Figure 1. Signal wires by layer.
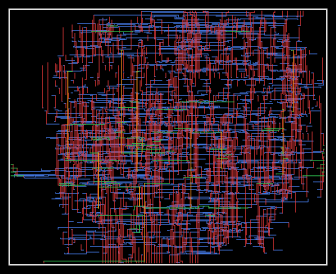
Figure 2. Selected gate families.
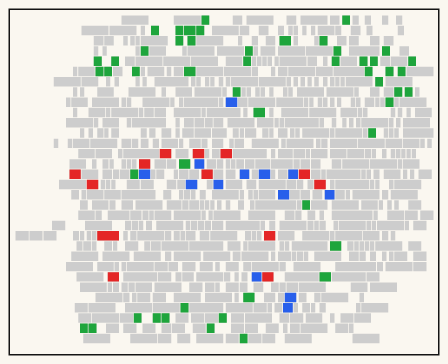
Figure 3. Local utilization.
11 x 9 tiles, from white (low) to dark blue (high), 0 to 100% covered.
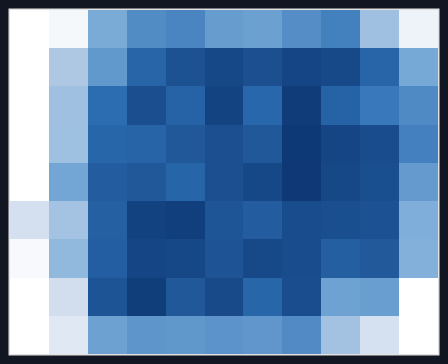
Figure 4. Track usage over the die.
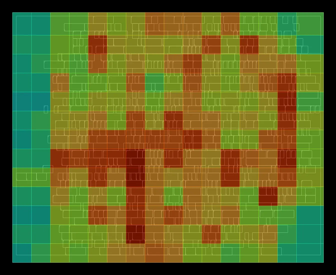
Figure 5. Metal 2.
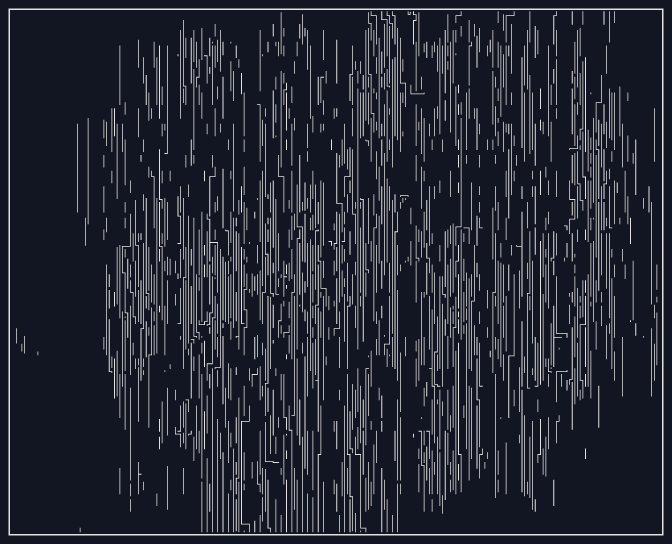
==> src/rtl/dot_product_sequencer.sv <==
// dot_product_sequencer
//
// Sequences the two-vector storage block for the keypad dot-product
// datapath. Keypad entries are steered into vector A and then vector B as
// single-cycle writes. A start request issues exactly N_ELEM back-to-back
// reads, multiply-accumulates the returned element pairs and holds the
// scalar result until the next run or reset.
//
// Ports:
//   CLK          clock, all logic on the rising edge
//   RST          synchronous active-high reset
//   keyValid     one-cycle strobe, keyData valid
//   keyData      keypad element value
//   start        one-cycle compute request
//   wrEn         storage write enable
//   selAB        storage write target, 0 = A, 1 = B
//   keyOut       storage write data
//   rdEn         storage read enable
//   readDataA    storage A read data (1-cycle latency)
//   readDataB    storage B read data (1-cycle latency)
//   result       dot product, held
//   resultValid  result valid (level)
//   busy         high while state = RUN
//   state        FSM state code for the display
//
// Build option:
//   DOTSEQ_SIGNED_EN  when defined, elements are two's complement and the
//                     product is sign-extended into the accumulator;
//                     otherwise all arithmetic is unsigned.

module dot_product_sequencer #(
    parameter int N_ELEM = 8,
    parameter int DATA_W = 8,
    parameter int ACC_W  = 2*DATA_W+3
) (
    input  logic              CLK,
    input  logic              RST,
    input  logic              keyValid,
    input  logic [DATA_W-1:0] keyData,
    input  logic              start,
    output logic              wrEn,
    output logic              selAB,
    output logic [DATA_W-1:0] keyOut,
    output logic              rdEn,
    input  logic [DATA_W-1:0] readDataA,
    input  logic [DATA_W-1:0] readDataB,
    output logic [ACC_W-1:0]  result,
    output logic              resultValid,
    output logic              busy,
    output logic [2:0]        state
);

    typedef enum logic [2:0] {
        LOAD_A = 3'd0,
        LOAD_B = 3'd1,
        READY  = 3'd2,
        RUN    = 3'd3,
        DONE   = 3'd4
    } seq_state_t;

    localparam int CNT_W = (N_ELEM > 1) ? $clog2(N_ELEM) : 1;
    localparam logic [CNT_W-1:0] LAST = CNT_W'(N_ELEM - 1);

    seq_state_t cur_state;
    seq_state_t next_state;

    logic [CNT_W-1:0]    wr_cnt;
    logic [CNT_W-1:0]    rd_cnt;
    logic [CNT_W-1:0]    acc_cnt;
    logic                rd_valid;
    logic [ACC_W-1:0]    acc;
    logic [ACC_W-1:0]    product;
    logic [ACC_W-1:0]    acc_sum;
    logic [2*DATA_W-1:0] prod_full;
    logic                write_accept;
    logic                start_accept;
    logic                last_pair;

    // Operands are widened to the full product width before multiplying so
    // the multiply is computed at 2*DATA_W bits without truncation.
`ifdef DOTSEQ_SIGNED_EN
    assign prod_full = $signed({{DATA_W{readDataA[DATA_W-1]}}, readDataA})
                     * $signed({{DATA_W{readDataB[DATA_W-1]}}, readDataB});
    assign product   = {{(ACC_W-2*DATA_W){prod_full[2*DATA_W-1]}}, prod_full};
`else
    assign prod_full = {{DATA_W{1'b0}}, readDataA} * {{DATA_W{1'b0}}, readDataB};
    assign product   = {{(ACC_W-2*DATA_W){1'b0}}, prod_full};
`endif

    assign acc_sum = acc + product;

    always_comb begin
        write_accept = keyValid && ((cur_state == LOAD_A) || (cur_state == LOAD_B));
        start_accept = start && ((cur_state == READY) || (cur_state == DONE));
        // rd_valid marks the cycle a read issued one cycle earlier returns data.
        last_pair    = (cur_state == RUN) && rd_valid && (acc_cnt == LAST);
    end

    // State register.
    always_ff @(posedge CLK) begin
        if (RST) begin
            cur_state <= LOAD_A;
        end else begin
            cur_state <= next_state;
        end
    end

    // Next-state and state-derived outputs.
    always_comb begin
        next_state  = cur_state;
        busy        = 1'b0;
        resultValid = 1'b0;
        state       = cur_state;
        case (cur_state)
            LOAD_A: begin
                if (write_accept && (wr_cnt == LAST)) begin
                    next_state = LOAD_B;
                end
            end
            LOAD_B: begin
                if (write_accept && (wr_cnt == LAST)) begin
                    next_state = READY;
                end
            end
            READY: begin
                if (start) begin
                    next_state = RUN;
                end
            end
            RUN: begin
                busy = 1'b1;
                if (last_pair) begin
                    next_state = DONE;
                end
            end
            DONE: begin
                resultValid = 1'b1;
                if (start) begin
                    next_state = RUN;
                end
            end
            default: begin
                next_state = LOAD_A;
            end
        endcase
    end

    // Write steering, read issue and multiply-accumulate. wrEn, selAB and
    // keyOut are registered together, so the last A write still carries
    // selAB=0 in the cycle the state has already advanced to LOAD_B.
    always_ff @(posedge CLK) begin
        if (RST) begin
            wrEn     <= 1'b0;
            selAB    <= 1'b0;
            keyOut   <= '0;
            rdEn     <= 1'b0;
            rd_valid <= 1'b0;
            wr_cnt   <= '0;
            rd_cnt   <= '0;
            acc_cnt  <= '0;
            acc      <= '0;
            result   <= '0;
        end else begin
            wrEn     <= 1'b0;
            selAB    <= 1'b0;
            keyOut   <= '0;
            rd_valid <= rdEn;

            if (write_accept) begin
                wrEn   <= 1'b1;
                selAB  <= (cur_state == LOAD_B);
                keyOut <= keyData;
                wr_cnt <= (wr_cnt == LAST) ? '0 : wr_cnt + 1'b1;
            end

            if (start_accept) begin
                rdEn    <= 1'b1;
                rd_cnt  <= '0;
                acc_cnt <= '0;
                acc     <= '0;
            end else if (cur_state == RUN) begin
                if (rdEn) begin
                    rd_cnt <= rd_cnt + 1'b1;
                    rdEn   <= (rd_cnt != LAST);
                end
                if (rd_valid) begin
                    acc     <= acc_sum;
                    acc_cnt <= acc_cnt + 1'b1;
                    if (acc_cnt == LAST) begin
                        result <= acc_sum;
                    end
                end
            end
        end
    end

endmodule

==> config.mk <==
export PLATFORM = sky130hd
export DESIGN_NAME = dot_product_sequencer
export DESIGN_NICKNAME = d
export VERILOG_FILES = /design/src/rtl/dot_product_sequencer.sv
export SDC_FILE = /design/constraint.sdc
export NUM_CORES = 1
export LEC_CHECK = 0
export CAP_MARGIN = 0
export CORE_ASPECT_RATIO = 0.8
export CORE_UTILIZATION = 51
export CTS_CLUSTER_DIAMETER = 30
export DETAILED_ROUTE_END_ITERATION = 12
export PLACE_DENSITY = 0.81
export SLEW_MARGIN = 20
export SYNTH_ARGS = -nofsm -noshare
export SYNTH_HDL_FRONTEND = slang
export SYNTH_SLANG_ARGS = --single-unit
export TNS_END_PERCENT = 100
==> constraint.sdc <==
create_clock -name CLK -period 5.5 [get_ports CLK]
set_input_delay 1.65 -clock CLK [delete_from_list [all_inputs] [get_ports CLK]]
set_output_delay 1.65 -clock CLK [all_outputs]
set_load 0.01 [all_outputs]
==> report_table.html <==
<h2>Implementation results</h2>
<table>
<tr><th>Metric</th><th>Value</th></tr>
<tr><th colspan="2">Layout</th></tr>
<tr><td>Buffers outside the clock class</td><td>114</td></tr>
<tr><td># nets final</td><td>between 800 and 900</td></tr>
<tr><td>Registers</td><td>roughly 62</td></tr>
<tr><td>Design area</td><td>approximately 6700 µm²</td></tr>
<tr><td>Share of the final layout cell area in sequential cells</td><td>between 10% and 20%</td></tr>
<tr><td>Finished Core Util</td><td>between 60% and 70%</td></tr>
<tr><td>Total area of multi-input combinational cells</td><td>approximately 3600 µm²</td></tr>
<tr><td>Leading cell kind</td><td>multi-input combinational cells</td></tr>
<tr><td>Filler instances</td><td>a little over 700</td></tr>
<tr><td>Clock buffer count in the final layout</td><td>9</td></tr>
<tr><td>Number of inserted diodes</td><td>0</td></tr>
<tr><th colspan="2">Synthesis</th></tr>
<tr><td>Flip-flops with a built-in enable</td><td>0</td></tr>
<tr><td>Synth logic family</td><td>adder cells</td></tr>
<tr><td>Main flop type</td><td>dfxtp_1</td></tr>
<tr><td>Synth top area share</td><td>24.5%</td></tr>
<tr><td>FF+latch count, synth</td><td>62</td></tr>
<tr><td>AO/OA Area Share</td><td>a little under an eighth</td></tr>
<tr><td>XOR/XNOR Area Share</td><td>about 2.3%</td></tr>
<tr><td>Total cells reported by yosys after synthesis</td><td>598</td></tr>
<tr><td>Yosys simple share</td><td>about a fifth</td></tr>
<tr><td>Top cells by instance count after synthesis</td><td>inv_1 (99), nand2_1 (92), dfxtp_1 (62)</td></tr>
<tr><td>Cell types occupying the most area after synthesis</td><td>dfxtp_1 (25%), fa_1 (20%), ha_1 (12%), inv_1 (7.3%), nand2_1 (6.8%)</td></tr>
<tr><td>Multiplexer share</td><td>less than 1%</td></tr>
<tr><td>Dominant cell type by area after synthesis</td><td>dfxtp_1</td></tr>
<tr><td>Synthesized area divided by synthesized cell count</td><td>roughly 8.5 µm²</td></tr>
<tr><th colspan="2">GRT</th></tr>
<tr><td>Via count of the first global-routing pass</td><td>between 4000 and 5000</td></tr>
<tr><td>Maximum number of pins on one net before global-route repair</td><td>30</td></tr>
<tr><th colspan="2">Job</th></tr>
<tr><td>Log Warnings</td><td>26</td></tr>
<tr><th colspan="2">STA</th></tr>
<tr><td>Max Clock Skew</td><td>just over 7 ps</td></tr>
<tr><td>Highest attainable clock frequency</td><td>approximately 190 MHz</td></tr>
<tr><td>Aggregate negative setup slack</td><td>0 ps</td></tr>
<tr><td>Actual transition at the worst max-transition pin</td><td>819 ps</td></tr>
<tr><td>Final tally of hold violations</td><td>0</td></tr>
<tr><td>Fin Hold WS</td><td>approximately 460 ps</td></tr>
<tr><td>Final setup slack of the worst path</td><td>123 ps</td></tr>
<tr><th colspan="2">Critical path</th></tr>
<tr><td>Buf+Inv Stages, Crit Path</td><td>4</td></tr>
<tr><td>Worst Path Max Fanout</td><td>7</td></tr>
<tr><td>Startpoint of the worst setup timing path</td><td>readDataA[5]</td></tr>
<tr><td>Worst reg-to-reg setup slack</td><td>approximately 1400 ps</td></tr>
<tr><td>Critical register-to-register path startpoint</td><td>acc[7]$_SDFFE_PP0P_</td></tr>
<tr><td>Crit path kind</td><td>input pin to register</td></tr>
<tr><td>Worst Setup EP</td><td>acc[17]$_SDFFE_PP0P_</td></tr>
<tr><td>Most common cell on crit path</td><td>fa_1</td></tr>
<tr><td>Cells along the critical path</td><td>clkbuf_4, and2_4, fa_1, fa_1, fa_1, inv_1, fa_1, inv_1, ha_4, buf_6, nand2_2, or2_4, a21o_1, a41oi_2, xnor2_2, o22ai_1</td></tr>
<tr><td>Cell class contributing the biggest share of worst-path delay</td><td>adder cells</td></tr>
<tr><td>Capture point of the worst reg-to-reg path</td><td>acc[17]$_SDFFE_PP0P_</td></tr>
<tr><th colspan="2">Detailed routing</th></tr>
<tr><td>DR DRC count</td><td>0</td></tr>
<tr><td>First DRT Iteration DRCs</td><td>between 300 and 400</td></tr>
<tr><td>Amount of wire on met2 after detailed routing</td><td>6.41 mm</td></tr>
<tr><td>Total met3 wirelength after detailed routing</td><td>between 400 and 500 µm</td></tr>
<tr><td>Topmost layer with routed signal wires</td><td>met4</td></tr>
<tr><td>Routed length on met1</td><td>approximately 5.6 mm</td></tr>
<tr><th colspan="2">Hold path</th></tr>
<tr><td>Worst hold path startpoint</td><td>acc[9]$_SDFFE_PP0P_</td></tr>
<tr><td>Number of cells on the worst hold path</td><td>2</td></tr>
<tr><th colspan="2">Power and ir drop</th></tr>
<tr><td>Fraction of power consumed by sequential logic</td><td>19.7%</td></tr>
<tr><td>Post-layout total power</td><td>roughly 2.3 mW</td></tr>
<tr><td>Share of power burned in combinational logic</td><td>52.1%</td></tr>
<tr><td>Leakage dissipation</td><td>just over 3 nW</td></tr>
<tr><td>Power dissipated by switching net loads</td><td>848 µW</td></tr>
<tr><td>Part of the total power dissipated in the clock network</td><td>28.2%</td></tr>
<tr><th colspan="2">Clock network</th></tr>
<tr><td>Cts-stage hold buffer count</td><td>0</td></tr>
<tr><td>Clock tree from TritonCTS</td><td>done</td></tr>
<tr><td>Skew-Pair Late Insertion Delay</td><td>between 300 and 400 ps</td></tr>
<tr><td>Count of clock tree sinks</td><td>62</td></tr>
<tr><td>Number of clock buffers inserted by TritonCTS</td><td>9</td></tr>
<tr><th colspan="2">Floorplan</th></tr>
<tr><td>Die span in x</td><td>about 110 µm</td></tr>
<tr><th colspan="2">Place</th></tr>
<tr><td>Detailed placement HPWL</td><td>roughly 9.4 mm</td></tr>
<tr><td>Area post-placement</td><td>between 6000 and 7000 µm²</td></tr>
<tr><td>Routability Congestion</td><td>roughly 0.91</td></tr>
<tr><th colspan="2">Outcome</th></tr>
<tr><td>Run status</td><td>finished clean</td></tr>
</table>
Back to the opening pictures, Figure 1:
Green stands for metal 3, wire length 448 µm. Orange stands for metal 4, wire length 248 µm. Red stands for metal 2, wire length 6410 µm. Blue stands for metal 1, wire length 5630 µm.
GRT Total Usage: 25.3%
wire length per cell after detailed routing: 15.1 µm
Routed Wire Length: 12.7 mm
vias: 4484

Back to the opening pictures, Figure 2:
Blue stands for non-inverting ao/oa cells, cells 13, most used a21o_1, where center. Green stands for and/or cells, cells 50, most used and2_1, where spread over the die. Red stands for xor and xnor cells, cells 13.
multi-input gate share of the layout cell area: 53.5%
Commonest Layout Cell: inv_1

Back to the opening pictures, Figure 3:
The fullest tile reaches 96%. 53% of the tiles are over 75% full. The mean over all tiles is 63%. 9.1% of the tiles are nearly empty. The emptiest ninth of the die: north-west.
fp util: 52.4%
core box area: 9650 µm²

Back to the opening pictures, Figure 4:
global-route met2 utilization: 42.4%
grt peak-use layer: met2
met1 track demand over resource: 33.2%

Back to the opening pictures, Figure 5:
The layer holds 50% of the routed length. The layer carries 6410 µm of wire.

Power is estimated from default activity; no workload was simulated.
